File: config.mk
export PLATFORM = sky130hd
export DESIGN_NAME = pipe_ctrl_unit
export DESIGN_NICKNAME = d
export VERILOG_FILES = /design/src/rtl/pipe_ctrl_pkg.sv /design/src/rtl/pipe_ctrl_unit_decode.sv /design/src/rtl/pipe_ctrl_unit.sv
export SDC_FILE = /design/constraint.sdc
export NUM_CORES = 1
export LEC_CHECK = 0
export CAP_MARGIN = 20
export CORE_MARGIN = 10
export CORE_UTILIZATION = 46
export DETAILED_ROUTE_END_ITERATION = 16
export GPL_TIMING_DRIVEN = 0
export PLACE_DENSITY_LB_ADDON = 0.3
export SYNTH_ARGS = -nofsm -noshare
export SYNTH_HDL_FRONTEND = slang
export SYNTH_SLANG_ARGS = --single-unit
File: constraint.sdc
create_clock -name clk -period 2.51 [get_ports clk]
set_clock_uncertainty 0.2 [all_clocks]
set_input_delay 0.251 -clock clk [delete_from_list [all_inputs] [get_ports clk]]
set_output_delay 0.251 -clock clk [all_outputs]
set_load 0.05 [all_outputs]
File: src/rtl/pipe_ctrl_pkg.sv
// Shared encodings for the pipeline control unit: opcodes, ALU-op codes,
// control-field bit positions and the per-stage control bundle.
package pipe_ctrl_pkg;

    localparam logic [6:0] OPC_RTYPE  = 7'b0110011;
    localparam logic [6:0] OPC_ITYPE  = 7'b0010011;
    localparam logic [6:0] OPC_LOAD   = 7'b0000011;
    localparam logic [6:0] OPC_STORE  = 7'b0100011;
    localparam logic [6:0] OPC_BRANCH = 7'b1100011;

    typedef enum logic [1:0] {
        ALU_ADD    = 2'b00,
        ALU_BRANCH = 2'b01,
        ALU_RFUNCT = 2'b10,
        ALU_IFUNCT = 2'b11
    } aluOp_e;

    // ex_ctrl is {alu_src, alu_op}; alu_src sits just above the alu_op field
    localparam int EX_ALU_OP_LSB     = 0;
    localparam int EX_ALU_OP_BITS    = 2;
    localparam int MEM_READ_BIT      = 2;
    localparam int MEM_WRITE_BIT     = 1;
    localparam int MEM_BRANCH_BIT    = 0;
    localparam int WB_MEM_TO_REG_BIT = 1;
    localparam int WB_REG_WRITE_BIT  = 0;

    function automatic int exAluSrcBit(input int aluOpW);
        return aluOpW;
    endfunction

    typedef struct packed {
        logic       valid;
        logic       aluSrc;
        logic [1:0] aluOp;
        logic       memRead;
        logic       memWrite;
        logic       branch;
        logic       memToReg;
        logic       regWrite;
        logic [4:0] rd;
    } stageCtrl_t;

    localparam stageCtrl_t BUBBLE = '0;

endpackage

File: src/rtl/pipe_ctrl_unit_decode.sv
// Combinational instruction decode: control fields, destination register and
// which source registers the instruction actually reads.
module ctrl_decode
    import pipe_ctrl_pkg::*;
(
    input  logic [31:0] instId,
    input  logic        idValid,
    output logic        aluSrc,
    output logic [1:0]  aluOp,
    output logic        memRead,
    output logic        memWrite,
    output logic        branch,
    output logic        memToReg,
    output logic        regWrite,
    output logic [4:0]  rd,
    output logic        usesRs1,
    output logic        usesRs2,
    output logic        illegal
);

    // NOTE: every output gets a default before the case so no path leaves a
    // value unassigned; otherwise synthesis infers a latch.
    always_comb begin
        aluSrc   = 1'b0;
        aluOp    = ALU_ADD;
        memRead  = 1'b0;
        memWrite = 1'b0;
        branch   = 1'b0;
        memToReg = 1'b0;
        regWrite = 1'b0;
        usesRs1  = 1'b0;
        usesRs2  = 1'b0;
        illegal  = 1'b0;
        if (idValid) begin
            case (instId[6:0])
                OPC_RTYPE: begin
                    aluOp    = ALU_RFUNCT;
                    regWrite = 1'b1;
                    usesRs1  = 1'b1;
                    usesRs2  = 1'b1;
                end
                OPC_ITYPE: begin
                    aluSrc   = 1'b1;
                    aluOp    = ALU_IFUNCT;
                    regWrite = 1'b1;
                    usesRs1  = 1'b1;
                end
                OPC_LOAD: begin
                    aluSrc   = 1'b1;
                    memRead  = 1'b1;
                    memToReg = 1'b1;
                    regWrite = 1'b1;
                    usesRs1  = 1'b1;
                end
                OPC_STORE: begin
                    aluSrc   = 1'b1;
                    memWrite = 1'b1;
                    usesRs1  = 1'b1;
                    usesRs2  = 1'b1;
                end
                OPC_BRANCH: begin
                    aluOp    = ALU_BRANCH;
                    branch   = 1'b1;
                    usesRs1  = 1'b1;
                    usesRs2  = 1'b1;
                end
                default: illegal = 1'b1;
            endcase
        end
        // stores and branches carry immediate bits in [11:7], not a register
        rd = regWrite ? instId[11:7] : 5'd0;
    end

    logic unusedInstBits;
    assign unusedInstBits = ^instId[31:12];

endmodule

File: src/rtl/pipe_ctrl_unit.sv
// Control pipeline for a 5-stage core: ID/EX, EX/MEM and MEM/WB control
// registers, load-use hazard detection and a saturating bubble counter.
module pipe_ctrl_unit
    import pipe_ctrl_pkg::*;
#(
    parameter int ALUOP_W = 2,
    parameter int HAZ_DET = 1,
    parameter int CNT_W   = 16
) (
    input  logic                 clk,
    input  logic                 rst,
    input  logic [31:0]          inst_id,
    input  logic                 id_valid,
    input  logic                 freeze,
    input  logic                 flush,
    output logic [ALUOP_W:0]     ex_ctrl,
    output logic [2:0]           mem_ctrl,
    output logic [1:0]           wb_ctrl,
    output logic [4:0]           rd_ex,
    output logic [4:0]           rd_mem,
    output logic [4:0]           rd_wb,
    output logic                 hazard_stall,
    output logic                 illegal_id,
    output logic [CNT_W-1:0]     stall_cnt
);

    localparam bit HazEn = (HAZ_DET != 0);

    logic       decAluSrc, decMemRead, decMemWrite, decBranch;
    logic       decMemToReg, decRegWrite, decUsesRs1, decUsesRs2, decIllegal;
    logic [1:0] decAluOp;
    logic [4:0] decRd;

    ctrl_decode uDecode (
        .instId   (inst_id),
        .idValid  (id_valid),
        .aluSrc   (decAluSrc),
        .aluOp    (decAluOp),
        .memRead  (decMemRead),
        .memWrite (decMemWrite),
        .branch   (decBranch),
        .memToReg (decMemToReg),
        .regWrite (decRegWrite),
        .rd       (decRd),
        .usesRs1  (decUsesRs1),
        .usesRs2  (decUsesRs2),
        .illegal  (decIllegal)
    );

    stageCtrl_t decoded;
    stageCtrl_t idEx, exMem, memWb;
    logic [CNT_W-1:0] stallCnt;

    always_comb begin
        decoded          = BUBBLE;
        decoded.valid    = id_valid && !decIllegal;
        decoded.aluSrc   = decAluSrc;
        decoded.aluOp    = decAluOp;
        decoded.memRead  = decMemRead;
        decoded.memWrite = decMemWrite;
        decoded.branch   = decBranch;
        decoded.memToReg = decMemToReg;
        decoded.regWrite = decRegWrite;
        decoded.rd       = decRd;
    end

    // Load-use: the load in EX cannot forward its data to the instruction in ID
    logic rs1Hit, rs2Hit, loadUse;
    assign rs1Hit  = decUsesRs1 && (idEx.rd == inst_id[19:15]);
    assign rs2Hit  = decUsesRs2 && (idEx.rd == inst_id[24:20]);
    assign loadUse = HazEn && id_valid && idEx.valid && idEx.memRead
                     && (idEx.rd != 5'd0) && (rs1Hit || rs2Hit);

    assign hazard_stall = loadUse && !flush;
    assign illegal_id   = decIllegal;

    // NOTE: state registers use non-blocking assignments so every stage
    // samples the pre-edge value of the stage ahead of it.
    always_ff @(posedge clk) begin
        if (rst) begin
            idEx     <= BUBBLE;
            exMem    <= BUBBLE;
            memWb    <= BUBBLE;
            stallCnt <= '0;
        end else if (freeze) begin
            idEx     <= idEx;
            exMem    <= exMem;
            memWb    <= memWb;
            stallCnt <= stallCnt;
        end else if (flush) begin
            idEx  <= BUBBLE;
            exMem <= BUBBLE;
            memWb <= exMem;
        end else if (loadUse) begin
            idEx     <= BUBBLE;
            exMem    <= idEx;
            memWb    <= exMem;
            stallCnt <= (stallCnt == '1) ? stallCnt : stallCnt + CNT_W'(1);
        end else begin
            idEx  <= decoded;
            exMem <= idEx;
            memWb <= exMem;
        end
    end

    always_comb begin
        ex_ctrl                                    = '0;
        ex_ctrl[exAluSrcBit(ALUOP_W)]              = idEx.aluSrc;
        ex_ctrl[EX_ALU_OP_LSB +: EX_ALU_OP_BITS]   = idEx.aluOp;
    end

    always_comb begin
        mem_ctrl                 = '0;
        mem_ctrl[MEM_READ_BIT]   = exMem.memRead;
        mem_ctrl[MEM_WRITE_BIT]  = exMem.memWrite;
        mem_ctrl[MEM_BRANCH_BIT] = exMem.branch;
    end

    always_comb begin
        wb_ctrl                    = '0;
        wb_ctrl[WB_MEM_TO_REG_BIT] = memWb.memToReg;
        wb_ctrl[WB_REG_WRITE_BIT]  = memWb.regWrite;
    end

    assign rd_ex     = idEx.rd;
    assign rd_mem    = exMem.rd;
    assign rd_wb     = memWb.rd;
    assign stall_cnt = stallCnt;

    // Downstream stages carry the full bundle; fields no later stage needs are pruned
    logic unusedStageBits;
    assign unusedStageBits = ^{exMem, memWb};

endmodule

==> results.txt, run 1 <==
Notes on the flow outputs.

- The final timing report lists a max-slew violation count of 0.
- The synthesized instance count is 293.
- The highest metal layer with signal wires reads met4.
- The met2 wire length reads 3.262 mm.
- Looking at the clock tree report, the H-tree level count equals 2.
- The sum of met3 wire segment lengths after detailed routing reads 522 um.
- The slew at the pin with the worst max-slew slack reads 0.6059 ns.
- The aggregate global routing overflow is 0.
- The area used by multi-input combinational logic reads 1345 sq um.
- The number of fill cells is 470.
- The routed layout reports a DRC error count of 0.
- The biggest fanout along the worst timing path is 10.
- The final number of setup-violating endpoints reads 0.
- STA reports a reg2reg setup slack of 0.15 ns.
- Ranking logic cells in the layout by count gives the top entries sky130_fd_sc_hd__clkdlybuf4s50_1, sky130_fd_sc_hd__dfxtp_1, sky130_fd_sc_hd__nor2_1.
- The first global-routing pass estimated 11.00 mm of wire.
- Per the hold report, the tightest min-delay path originates at inst_id[5].
- The final timing summary puts the cycle share of the worst path at 95.61%.
- The number of enable-type register cells in the synthesized netlist reads 0.
- The number of antenna violations at the first check in global routing is 0.
- By count the netlist is led by sky130_fd_sc_hd__dfxtp_1, sky130_fd_sc_hd__nor2_1, sky130_fd_sc_hd__nand3_1, sky130_fd_sc_hd__a21oi_1, sky130_fd_sc_hd__nand2_1.
- The static leakage reads 1.183 nW.
- The startpoint-to-endpoint class of the critical path reads flop to output port.
- The total CTS buffers is 5.
- The total die size is 8596 sq um.
- Per the synthesis report, the adder-cell share of the synthesized area is 0.5144%.
- Setup repair after global routing left no endpoint under its margin.
- In this run the count of I/O pins placed on the die edge is 78.
- The max-slew check reports its worst relative slack as 59.61%.
- The cell-mix breakdown from Yosys lists the compound-gate area share as 12.76%.
- Hold-check failures listed in the final report amount to 0.
- The number of detailed-routing iterations run before antenna repair reads 4.
- The warning tally printed by Yosys for this design is 0.
- The post-synthesis mux area share is 7.202%.
- The total number of nets in the final design is 404.
- The setup TNS is 0 ns.
- The chip area estimate from yosys synthesis reads 2432 sq um.
- The cell area after placement is 3181 sq um.
- In the post-synthesis netlist, the biggest area contributors are sky130_fd_sc_hd__dfxtp_1, sky130_fd_sc_hd__buf_4, sky130_fd_sc_hd__nor2_1, sky130_fd_sc_hd__nand3_1, sky130_fd_sc_hd__mux2_2.
- The required time at the worst endpoint is listed as 2.06 ns.
- The run finished with clean final reports.
- The power dissipated by switching net loads is 0.3065 mW.
- The final standard cell area without fillers reads 3307 sq um.
- The capture endpoint of the worst hold path reads ex_ctrl[2].
- In this run the deepest clock path goes through 2 buffers.
- The sequential cell area reads 904.6 sq um.
- The number of synthesized register bits reads 45.
- The library cell used most frequently in the layout, excluding fill and tap cells, is sky130_fd_sc_hd__clkdlybuf4s50_1.
- Note, the detailed placer reported a final HPWL of 5.139 mm.
- The post-CTS resize count reads 9.
- The pin count of the biggest net entering global routing is 14.
- The max-cap violation count is 0.
- The wire length the detailed router placed on met1 reads 2.807 mm.
- The area share of the largest cell type after synthesis is 37.04%.
- Counting distinct cell types in the post-synthesis netlist gives 45.
- The tree is rooted in a sky130_fd_sc_hd__clkbuf_8.
- The proportion of register bits with asynchronous set or reset after synthesis reads 0%.
- The proportion of total power due to net switching reads 22.43%.
- The number of violations reported at the end of detailed-routing iteration 0 reads 123.
- The dominant kind of combinational cell is simple AND/OR/NAND/NOR gates.
- The netlist area before placement reads 2432 sq um.
- The detailed placer reported the number of placed instances as 429.
- The worst flop-to-flop path endpoint reads stall_cnt[12].
- Yosys instantiated no cell more often than sky130_fd_sc_hd__dfxtp_1.
- The dominant register cell reads sky130_fd_sc_hd__dfxtp_1.
- The net count after synthesis is 331.
- The count of warning messages emitted by the tools is 36.
- The number of instances on the worst hold path reads 4.
- The final weighted congestion in routability-driven placement reads 0.8673.
- The startpoint kind of the worst setup timing path is a flop.
- The fmax reads 416.7 MHz.
- The clock-pin slew of the registers on the worst-case setup and hold paths reads 0.08 ns.
- Once layout is complete, the cells apart from fillers number 436.
==> run 1: worst max-delay path, cell delays in order, from the launching register on <==
cell and delay, ns:
sky130_fd_sc_hd__dfxtp_2 0.37, sky130_fd_sc_hd__or4_4 0.58, sky130_fd_sc_hd__o2111ai_4 0.25, sky130_fd_sc_hd__buf_6 0.18, sky130_fd_sc_hd__nor3_1 0.07, sky130_fd_sc_hd__buf_4 0.21
==> run 1: power by group through the flow <==
stage	logic (mW)	registers (mW)	clock network, mW
floorplan	0.0590	0.731	0
global placement	0.122	0.731	0
detailed placement	0.124	0.731	0
CTS	0.124	0.714	0.544
global route	0.135	0.714	0.578
finish	0.125	0.714	0.528
==> run 1: layer usage <==
metal | track usage, % | vias up
met3 | 4.439 | 6
li1 | - | 1199
met2 | 25.65 | 76
met5 | 0 | -
met4 | 4.884 | 0
met1 | 19.05 | 1092
==> run 1: cell type report <==
cell class / count / share of cell area [%]
multi-input combinational: 212 / 40.67
clock inverter: 2 / 1.059
clock buffer: 5 / 2.081
inverter: 3 / 0.3405
sequential: 45 / 27.36
timing repair buffer: 66 / 19.94
tap: 70 / 2.649
buffer: 33 / 5.902
==> run 1: worst max path at each step <==
stage,endpoint,slack (ns),cells past startpoint
finish,hazard_stall,0.11,5
global placement,hazard_stall,-0.51,6
global route,stall_cnt[12],0.008,8
detailed placement,hazard_stall,-0.50,6
CTS,hazard_stall,0.02,5
floorplan,hazard_stall,0.1,4
==> run 1: sequential cells by signal, indices dropped and copies added, names as in the netlist <==
| register | flops |
|---|---|
| stall_cnt | 16 |
| idEx | 5 |
| rd_ex | 5 |
| rd_mem | 5 |
| rd_wb | 5 |
| ex_ctrl | 3 |
| mem_ctrl | 3 |
| wb_ctrl | 2 |
| exMem | 1 |
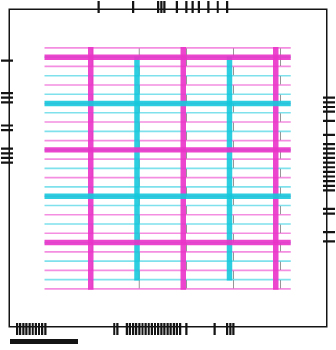
*Supply network, run 1*
The bar under the picture is 20 um long. Pins as bars on the die edge. Tap cells in grey.
Cyan shows VDD. Magenta shows VSS.
78 signal pins sit on the boundary. 27 met1 rails follow the rows. 70 tap cells. The core has 26 rows. 5 straps on met5.
Chip Width: 92.72 um
core area: 5107 sq um
peak ir drop on the vdd network: 0.3843 mV
Vert. Die Dim: 92.72 um

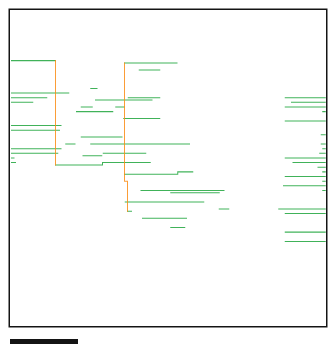
*Routed metal, one colour a layer, run 1*
The bar under the picture is 20 um long. Two of the layers only.
Green shows metal 3, wire length 522 um. Orange shows metal 4, wire length 75.0 um.
vias after detailed routing: 2373
gr usage total: 15.53%
average routed wire per standard cell: 15.29 um
total routed wirelength: 6.667 mm

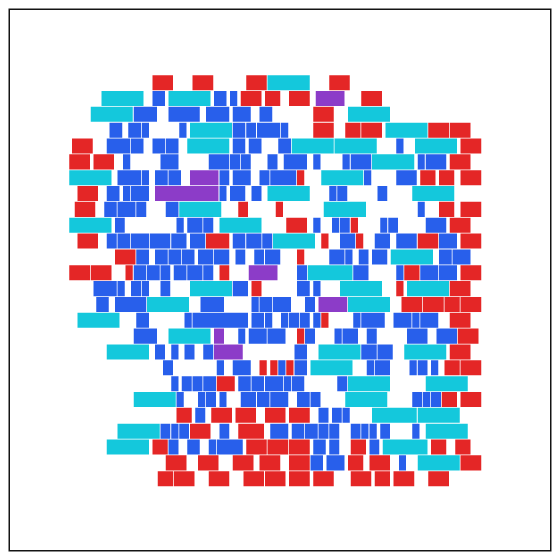
*Cell classes on the final placement, run 1*
Blue shows combinational and other logic, cells 215. Red shows remaining buffers and delay cells, cells 99. Purple shows clock drivers and dummy loads, cells 7. Cyan shows sequential cells, cells 45.

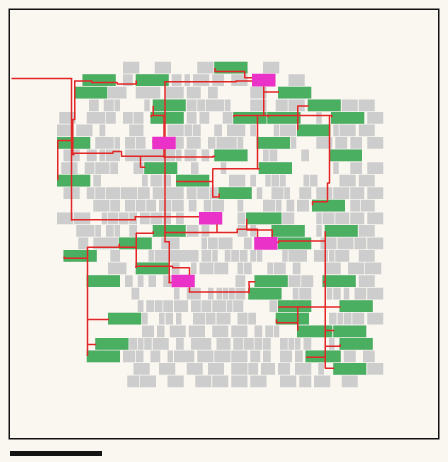
*Clock network drawn from the DEF, run 1*
The bar under the picture is 20 um long.
Green shows flip-flops, count 45. Magenta shows clock drivers, count 5. Red shows clock wires, length 557 um.
There are 6 routed clock nets.
source-to-sink clock delay at the later pin of the worst-skew pair: 0.30 ns
Power Clock: 0.528 mW

## Run 2: what changed since run 1
- SYNTH_HIERARCHICAL: default -> 1
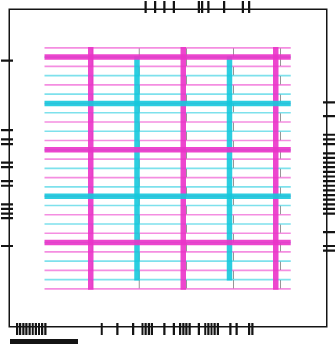
*Supply network, run 2*
The bar under the picture is 20 um long. Pins as bars on the die edge. Tap cells in grey.
Magenta shows VSS. Cyan shows VDD.
5 straps on met4. 27 met1 rails follow the rows. 70 tap cells. 78 signal pins sit on the boundary.
Chip Width: 92.70 um
Vert. Die Dim: 92.70 um
peak ir drop on the vdd network: 0.3694 mV

==> results.txt, run 2 <==
Notes on the flow outputs.

- The run finished with clean final reports.
- The total die size is 8592 sq um (about the same).
- The number of top-level pins is 78 (unchanged).
- The count of warning messages emitted by the tools was 36 (unchanged).
- After synthesis, the most frequently instantiated cells are sky130_fd_sc_hd__dfxtp_1, sky130_fd_sc_hd__nor2_1, sky130_fd_sc_hd__a21oi_1, sky130_fd_sc_hd__buf_4, sky130_fd_sc_hd__a22o_1.
- The wire length the detailed router placed on met1 is 3.046 mm (+8.5%).
- The share of the clock period used by the worst path reads 96.31% (+0.71 points).
- The main area contributors are sky130_fd_sc_hd__dfxtp_1, sky130_fd_sc_hd__buf_4, sky130_fd_sc_hd__a22o_1, sky130_fd_sc_hd__a21oi_1, sky130_fd_sc_hd__nor2_1.
- The number of synthesized register bits is 47 (+4.4%).
- The total number of nets in the final design is 386 (-4.5%).
- The number of violations reported at the end of detailed-routing iteration 0 came to 158 (+28%).
- Post-synth the commonest register cell is sky130_fd_sc_hd__dfxtp_1.
- The final number of setup-violating endpoints is 0 (unchanged).
- The chip area estimate from yosys synthesis is 2431 sq um (about the same).
- For reference, the top logic cell family by area is simple AND/OR/NAND/NOR gates.
- The maximum single-stage delay on the critical path reads 0.50 ns (-0.08 ns).
- The timing report shows that the slowest cell on the worst path is sky130_fd_sc_hd__dfxtp_1.
- The count of cell types in the netlist reads 50 (+11%).
- The netlist area before placement is 2431 sq um (about the same).
- The pin count of the biggest net entering global routing is 17 (+3).
- The maximum clock insertion buffer count is 2 (unchanged).
- The number of antenna violations at the first check in global routing is 0 (unchanged).
- The total count of hold-check failures in the final report reads 0 (unchanged).
- The global-route wire length before repair is 10.83 mm (-1.6%).
- The area fraction in full adders, half adders and majority gates came to 0.5147% (about the same).
- The dominant cell type by area after synthesis is sky130_fd_sc_hd__dfxtp_1.
- Leaving out fill and tap cells, the most frequent cells in the layout are sky130_fd_sc_hd__clkdlybuf4s50_1, sky130_fd_sc_hd__dfxtp_1, sky130_fd_sc_hd__nor2_1.
- The fmax was 413.7 MHz (-0.73%).
- The flip-flop count of the largest register after layout is 16 (unchanged).
- On the critical path the largest part of the delay comes from flip-flops.
- The max-cap violation count came to 0 (unchanged).
- The post-synthesis mux area share is 3.809% (-3.4 points).
- The leading cell type by number of instances after synthesis reads sky130_fd_sc_hd__dfxtp_1.
- The aggregate global routing overflow was 0 (unchanged).
- The area fraction in compound gates after synthesis is 18.48% (+5.7 points).
- The post-detailed-route DRC marker count came to 0 (unchanged).
- Setup repair after global routing left no endpoint under its margin.
- The slew at the pin with the worst max-slew slack reads 0.6111 ns (+0.005206 ns).
- The half-perimeter wire length after detailed placement was 4.923 mm (-4.2%).
- The post-CTS resize count was 22 (+13).
- In this run the critical path is formed by xnor2_1, nand4_1, o22a_1, clkbuf_8, buf_8, nor3_4, buf_6.
- The final weighted congestion in routability-driven placement came to 0.8461 (-2.4%).
- The number of detailed-routing iterations run before antenna repair reads 5 (+1).
- The register area share after synthesis is 38.70%.
- The startpoint-to-endpoint class of the critical path reads flop to output port.
- The static leakage came to 1.211 nW (+2.3%).
- The number of fill cells is 440 (-6.4%).
- The endpoint required time on the critical path reads 2.06 ns (about the same).
- The critical path buffer and inverter count came to 3 (+1).
- The via count reads 2283 (-3.8%).
- The number of enable-type register cells in the synthesized netlist is 0 (unchanged).
- The insertion delay at the late pin of the worst-skew pair reads 0.30 ns (about the same).
- The maximum level of the CTS H-tree came to 2 (unchanged).
- The setup TNS reads 0 ns (unchanged).
- The sum of met3 wire segment lengths after detailed routing is 495 um (-5.2%).
- The clock period minus final worst setup slack reads 2.417 ns.
- The relative slew slack was 59.26% (-0.35 points).
- The most used logic cell in the final layout reads sky130_fd_sc_hd__clkdlybuf4s50_1.
- The clock root buffer master reads sky130_fd_sc_hd__clkbuf_8.
- The area share of the largest cell type after synthesis reads 38.70% (+1.7 points).
- The routed wire length per instance is 15.84 um (+3.6%).
- The biggest fanout along the worst timing path came to 10 (unchanged).
- The met2 wire length is 3.044 mm (-6.7%).
- The area inside the core boundary was 5107 sq um (unchanged).
- Routed signal wires occupy layers up through met4.
- The proportion of register bits with asynchronous set or reset after synthesis was 0% (unchanged).
- The worst setup path is launched from a flop.
- The total routing usage reported by global routing reads 15.23% (-0.31 points).
- The clock-pin slew of the registers on the worst-case setup and hold paths reads 0.09 ns (about the same).
- The number of warnings issued by yosys is 6 (+6).
- The total wirelength of the detailed-routed design reads 6.637 mm (-0.45%).
- The final tally of max-slew violations is 0 (unchanged).
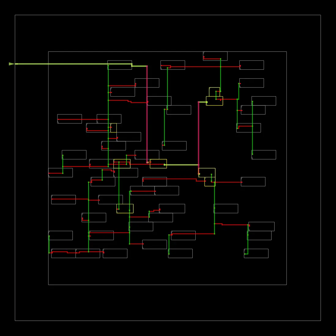
*Clock wiring as the flow saved it, run 2*
number of clock sinks: 47
number of buffers created by CTS: 5
count of clock-net buffers in the final layout: 5

==> run 2: power breakdown <==
part | total, mW | switching (mW) | internal (mW)
sequential | 0.746 | 0.000533 | 0.746
clock | 0.478 | 0.278 | 0.200
combinational | 0.113 | 0.0585 | 0.0547
total | 1.34 | 0.337 | 1.00
==> run 2: per-stage QoR <==
stage,setup slack (ns),area (sq um),std cells,hold WS [ns]
floorplan,0.07014,2442,273,0.2051
global placement,-1.095,3191,409,0.2550
detailed placement,-1.117,3191,409,0.2495
CTS,0.04238,3316,418,0.2266
global route,0.0007501,3341,419,0.2117
finish,0.09257,3341,419,0.1830
==> run 2: path summary, 6_finish.rpt <==
kind / from / end / slack [ns] / cells past startpoint
setup / recovery: rd_ex[4] / hazard_stall / 0.09 / 7
hold / removal: id_valid / idEx[13] / 0.18 / 2
setup reg to reg: rd_ex[4] / stall_cnt[14] / 0.12 / 6
hold reg to reg: idEx[8] / idEx[8] / 0.28 / 1
==> run 2: cells by family after synthesis <==
logic type | Yosys count
compound gates | 62
mux | 9
fa+ha+maj | 1
buf+inv | 38
flops | 47
simple gates | 106
xor+xnor | 10
==> run 2: metal layers <==
layer	GRT usage (%)	vias up
li1	-	1143
met1	20.12	1062
met2	23.35	73
met3	4.762	5
met4	4.113	0
met5	0	-
==> run 2: area by class of cell <==
type / instances / area, sq um / share of cell area (%)
well taps: 70 / 87.58 / 2.622
inverters: 5 / 18.77 / 0.5618
plain buffers: 33 / 224.0 / 6.704
flip-flops and latches: 47 / 943.4 / 28.24
multi-input cells: 188 / 1301 / 38.95
clock buffers: 5 / 68.82 / 2.060
clock inverters: 3 / 22.52 / 0.6742
repair buffers: 68 / 674.4 / 20.19
## Run 3: what changed since run 2
- ABC_CLOCK_PERIOD_IN_PS: default -> 2510
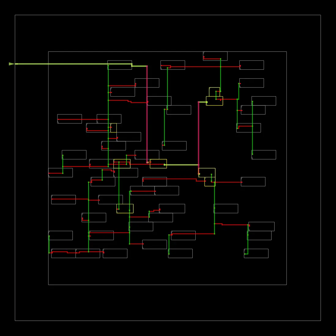
*Clock wiring as the flow saved it, run 3*
Power Clock: 0.478 mW
flip-flops: 47

==> results.txt, run 3 <==
Notes on the flow outputs.

- The via count is 2283 (unchanged).
- In this run the most critical hold path is launched from id_valid.
- The global-route wire length before repair reads 10.83 mm (unchanged).
- The largest vdd supply drop was 0.3694 mV (unchanged).
- The part of the power in combinational logic was 8.5% (about the same).
- Sorting the synthesized cells by area gives the leading types as sky130_fd_sc_hd__dfxtp_1, sky130_fd_sc_hd__buf_4, sky130_fd_sc_hd__a22o_1, sky130_fd_sc_hd__a21oi_1, sky130_fd_sc_hd__nor2_1.
- The final standard cell area without fillers is 3341 sq um (unchanged).
- Sorting the synthesized cells by how often they occur yields sky130_fd_sc_hd__dfxtp_1, sky130_fd_sc_hd__nor2_1, sky130_fd_sc_hd__a21oi_1, sky130_fd_sc_hd__buf_4, sky130_fd_sc_hd__a22o_1.
- The endpoint required time on the critical path came to 2.06 ns (about the same).
- The capture endpoint of the worst hold path reads idEx[13].
- The number of detailed-routing iterations run before antenna repair is 5 (unchanged).
- The total number of clock tree sinks is 47 (unchanged).
- The register area share after synthesis reads 38.70% (unchanged).
- The total number of nets in the final design is 386 (unchanged).
- The final weighted congestion in routability-driven placement is 0.8461 (unchanged).
- The path type of the worst min-delay path is input port to flop.
- The top cell family by delay on the critical path is flip-flops.
- The number of violations reported at the end of detailed-routing iteration 0 is 158 (unchanged).
- The biggest fanout along the worst timing path was 10 (unchanged).
- The final number of setup-violating endpoints is 0 (unchanged).
- The height of the die is 92.70 um (unchanged).
- The insertion delay at the late pin of the worst-skew pair is 0.30 ns (about the same).
- The total CTS buffers reads 5 (unchanged).
- The routed wire length per instance is 15.84 um (unchanged).
- The total cells reported by yosys after synthesis is 273.
- The critical register-to-register path startpoint is rd_ex[4].
- The worst flop-to-flop path endpoint is stall_cnt[14].
- The power dissipated by switching net loads reads 0.3369 mW (unchanged).
- The pin count of the biggest net entering global routing came to 17 (unchanged).
- The dominant cell type by area after synthesis is sky130_fd_sc_hd__dfxtp_1.
- The number of global-route vias before repair reads 2166.
- The max-cap violation count reads 0 (unchanged).
- The area used by multi-input combinational logic is 1301 sq um (unchanged).
- The end-of-flow core utilization reads 65.41%.
- The startpoint kind of the worst setup timing path is a flop.
- The power share of the clock group reads 35.7% (about the same).
- The final worst setup slack reads 0.09257 ns (unchanged).
- For reference, the post-synthesis area per instance comes to 8.905 sq um.
- The origin of the worst setup path is rd_ex[4].
- Per the post-route antenna check, the number of violating nets is 0.
- The hold buffer count at CTS is 0.
- The number of synthesized register bits came to 47 (unchanged).
- The share of total power in sequential cells was 55.8% (about the same).
- The leading cell type by number of instances after synthesis reads sky130_fd_sc_hd__dfxtp_1.
- The netlist area before placement is 2431 sq um (unchanged).
- The aggregate global routing overflow is 0 (unchanged).
- The total routing usage reported by global routing is 15.23% (unchanged).
- The logic depth of the worst setup path including buffers was 7 (unchanged).
- Per the cell usage report, the commonest logic cells after layout are sky130_fd_sc_hd__clkdlybuf4s50_1, sky130_fd_sc_hd__dfxtp_1, sky130_fd_sc_hd__nor2_1.
- The final tally of max-slew violations is 0 (unchanged).
- The number of enable-type register cells in the synthesized netlist is 0 (unchanged).
- The sequential cell area is 943.4 sq um (unchanged).
- The category of the worst setup path capture point reads an output port.
- The count of cell types in the netlist is 50 (unchanged).
- The number of fill cells reads 440 (unchanged).
- The total count of hold-check failures in the final report came to 0 (unchanged).
- The worst setup path endpoint is hazard_stall.
- The number of warnings issued by yosys is 6 (unchanged).
- The critical path buffer and inverter count reads 3 (unchanged).
- The clock tree from TritonCTS reads built.
- The cell with the biggest individual delay on the critical path reads sky130_fd_sc_hd__dfxtp_1.
- The post-detailed-route DRC marker count reads 0 (unchanged).
- The final antenna diode tally reported by the flow is 0.
- The cell area after placement is 3191 sq um (unchanged).
- The clock root buffer master reads sky130_fd_sc_hd__clkbuf_8.
- The maximum single-stage delay on the critical path is 0.50 ns (about the same).
- The relative slew slack reads 59.26% (unchanged).
- The run finished with clean final reports.
- The starting density of the core is 47.60%.
- The number of top-level pins is 78 (unchanged).
- The proportion of total power due to net switching is 25.19% (unchanged).
- The flip-flop count of the largest register after layout was 16 (unchanged).
- The quantity of I/O buffers inserted on ports reads 66.
- The startpoint-to-endpoint class of the critical path reads flop to output port.
- The synthesis report names the predominant flop master as sky130_fd_sc_hd__dfxtp_1.
- The area added between synthesis and finish reads 37.42%.
- The total chip power reads 1.337 mW.
- The detailed-route vias per instance reads 5.449.
- The OpenROAD report gives the critical path a data arrival time of 1.97 ns.
- Row generation in the floorplan step produced 26 rows.
- The share of cells above drive strength 1 is 14.61%.
- The slew at the pin with the worst max-slew slack reads 0.6111 ns (unchanged).
- The total power divided by cell area reads 400.4 nW/um^2.
- The chip area estimate from yosys synthesis reads 2431 sq um (unchanged).
- The clock-pin slew of the registers on the worst-case setup and hold paths reads 0.09 ns (about the same).
- The maximum level of the CTS H-tree is 2 (unchanged).
- Synthesis handed over a netlist of 273 instances.
- The setup TNS is 0 ns (unchanged).
- Setup repair after global routing left no endpoint under its margin.
- The reg-to-reg setup timing slack came to 0.12 ns (about the same).
- The proportion of register bits with asynchronous set or reset after synthesis is 0% (unchanged).
- The internal power summed over all cells reads 1.001 mW (unchanged).
- In this run the critical path is formed by xnor2_1, nand4_1, o22a_1, clkbuf_8, buf_8, nor3_4, buf_6.
- The fmax was 413.7 MHz (unchanged).
- The static leakage came to 1.211 nW (unchanged).
- The maximum clock insertion buffer count is 2 (unchanged).
- Among logic cells in the layout, the one with the most instances is sky130_fd_sc_hd__clkdlybuf4s50_1.
- The post-place setup slack reads -1.117 ns (unchanged).
- The number of cell instances on the worst register-to-register path is 6 (unchanged).
- The area inside the core boundary was 5107 sq um (unchanged).
- The number of instances on the worst hold path reads 2 (unchanged).
- The area share of the largest cell type after synthesis reads 38.70% (unchanged).
- The clock period minus final worst setup slack is 2.417 ns (unchanged).
- The number of antenna violations at the first check in global routing reads 0 (unchanged).
- The width of the die reads 92.70 um (unchanged).
- The share of the clock period used by the worst path reads 96.31% (unchanged).
- The net count after synthesis is 311.
- The total die size reads 8592 sq um (unchanged).
- The half-perimeter wire length after detailed placement is 4.923 mm (unchanged).
- The total wirelength of the detailed-routed design came to 6.637 mm (unchanged).
- The count of warning messages emitted by the tools is 36 (unchanged).
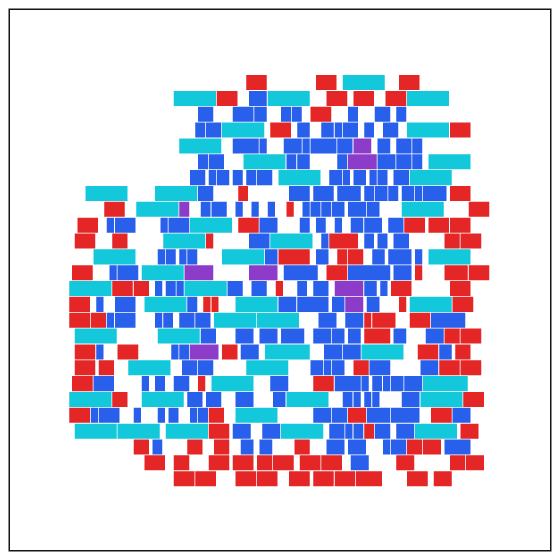
*Cell classes on the final placement, run 3*
Red shows remaining buffers and delay cells, cells 101. Blue shows combinational and other logic, cells 193. Purple shows clock drivers and dummy loads, cells 8. Cyan shows sequential cells, cells 47.

## run 3: cell counts after synthesis
No cell type changed its count.
## run 3: kinds of logic after synthesis
| kind of cell | share of synthesized area [%] |
|---|---|
| compound gates | 18.48 |
| fa+ha+maj | 0.5146 |
| xor+xnor | 3.603 |
| simple gates | 25.84 |
| flops | 38.70 |
| buf+inv | 9.058 |
| mux | 3.809 |
## run 3: final cells by class
| type | count | area share, % |
|---|---|---|
| Inverter | 5 | 0.5618 |
| Clock inverter | 3 | 0.6742 |
| Timing Repair Buffer | 68 | 20.19 |
| Sequential cell | 47 | 28.24 |
| Buffer | 33 | 6.704 |
| Multi-Input combinational cell | 188 | 38.95 |
| Tap cell | 70 | 2.622 |
| Clock buffer | 5 | 2.060 |
## run 3: what timing repair did
item | in CTS | in global routing
endpoints found under the setup margin | 7 | 2
cloned | 0 | 0
gates resized | 22 | 7
buffers inserted | 1 | 1
pin swaps | 4 | 3
## run 3: metal layers
| layer | up-vias | wire (um) | share of wire (%) | track usage (%) |
|---|---|---|---|---|
| met2 | 73 | 3044 | 46 | 23.35 |
| met4 | 0 | 51 | 0.77 | 4.113 |
| met1 | 1062 | 3046 | 46 | 20.12 |
| met3 | 5 | 495 | 7.5 | 4.762 |
| li1 | 1143 | - | - | - |
| met5 | - | 0 | 0 | 0 |
## run 3: power groups by stage
stage               registers, mW  logic, mW  clock network, mW
floorplan                   0.764     0.0541                  0
global placement            0.764      0.112                  0
detailed placement          0.764      0.113                  0
CTS                         0.746      0.112              0.488
global route                0.747      0.123              0.523
finish                      0.746      0.113              0.478
## run 3: stage by stage
step	instances	hold WS [ns]
after detailed placement	409	0.2495
after global placement	409	0.2550
after CTS	418	0.2266
after floorplan	273	0.2051
final	419	0.1830
after global routing	419	0.2117
Power and IR drop assume default switching activity.
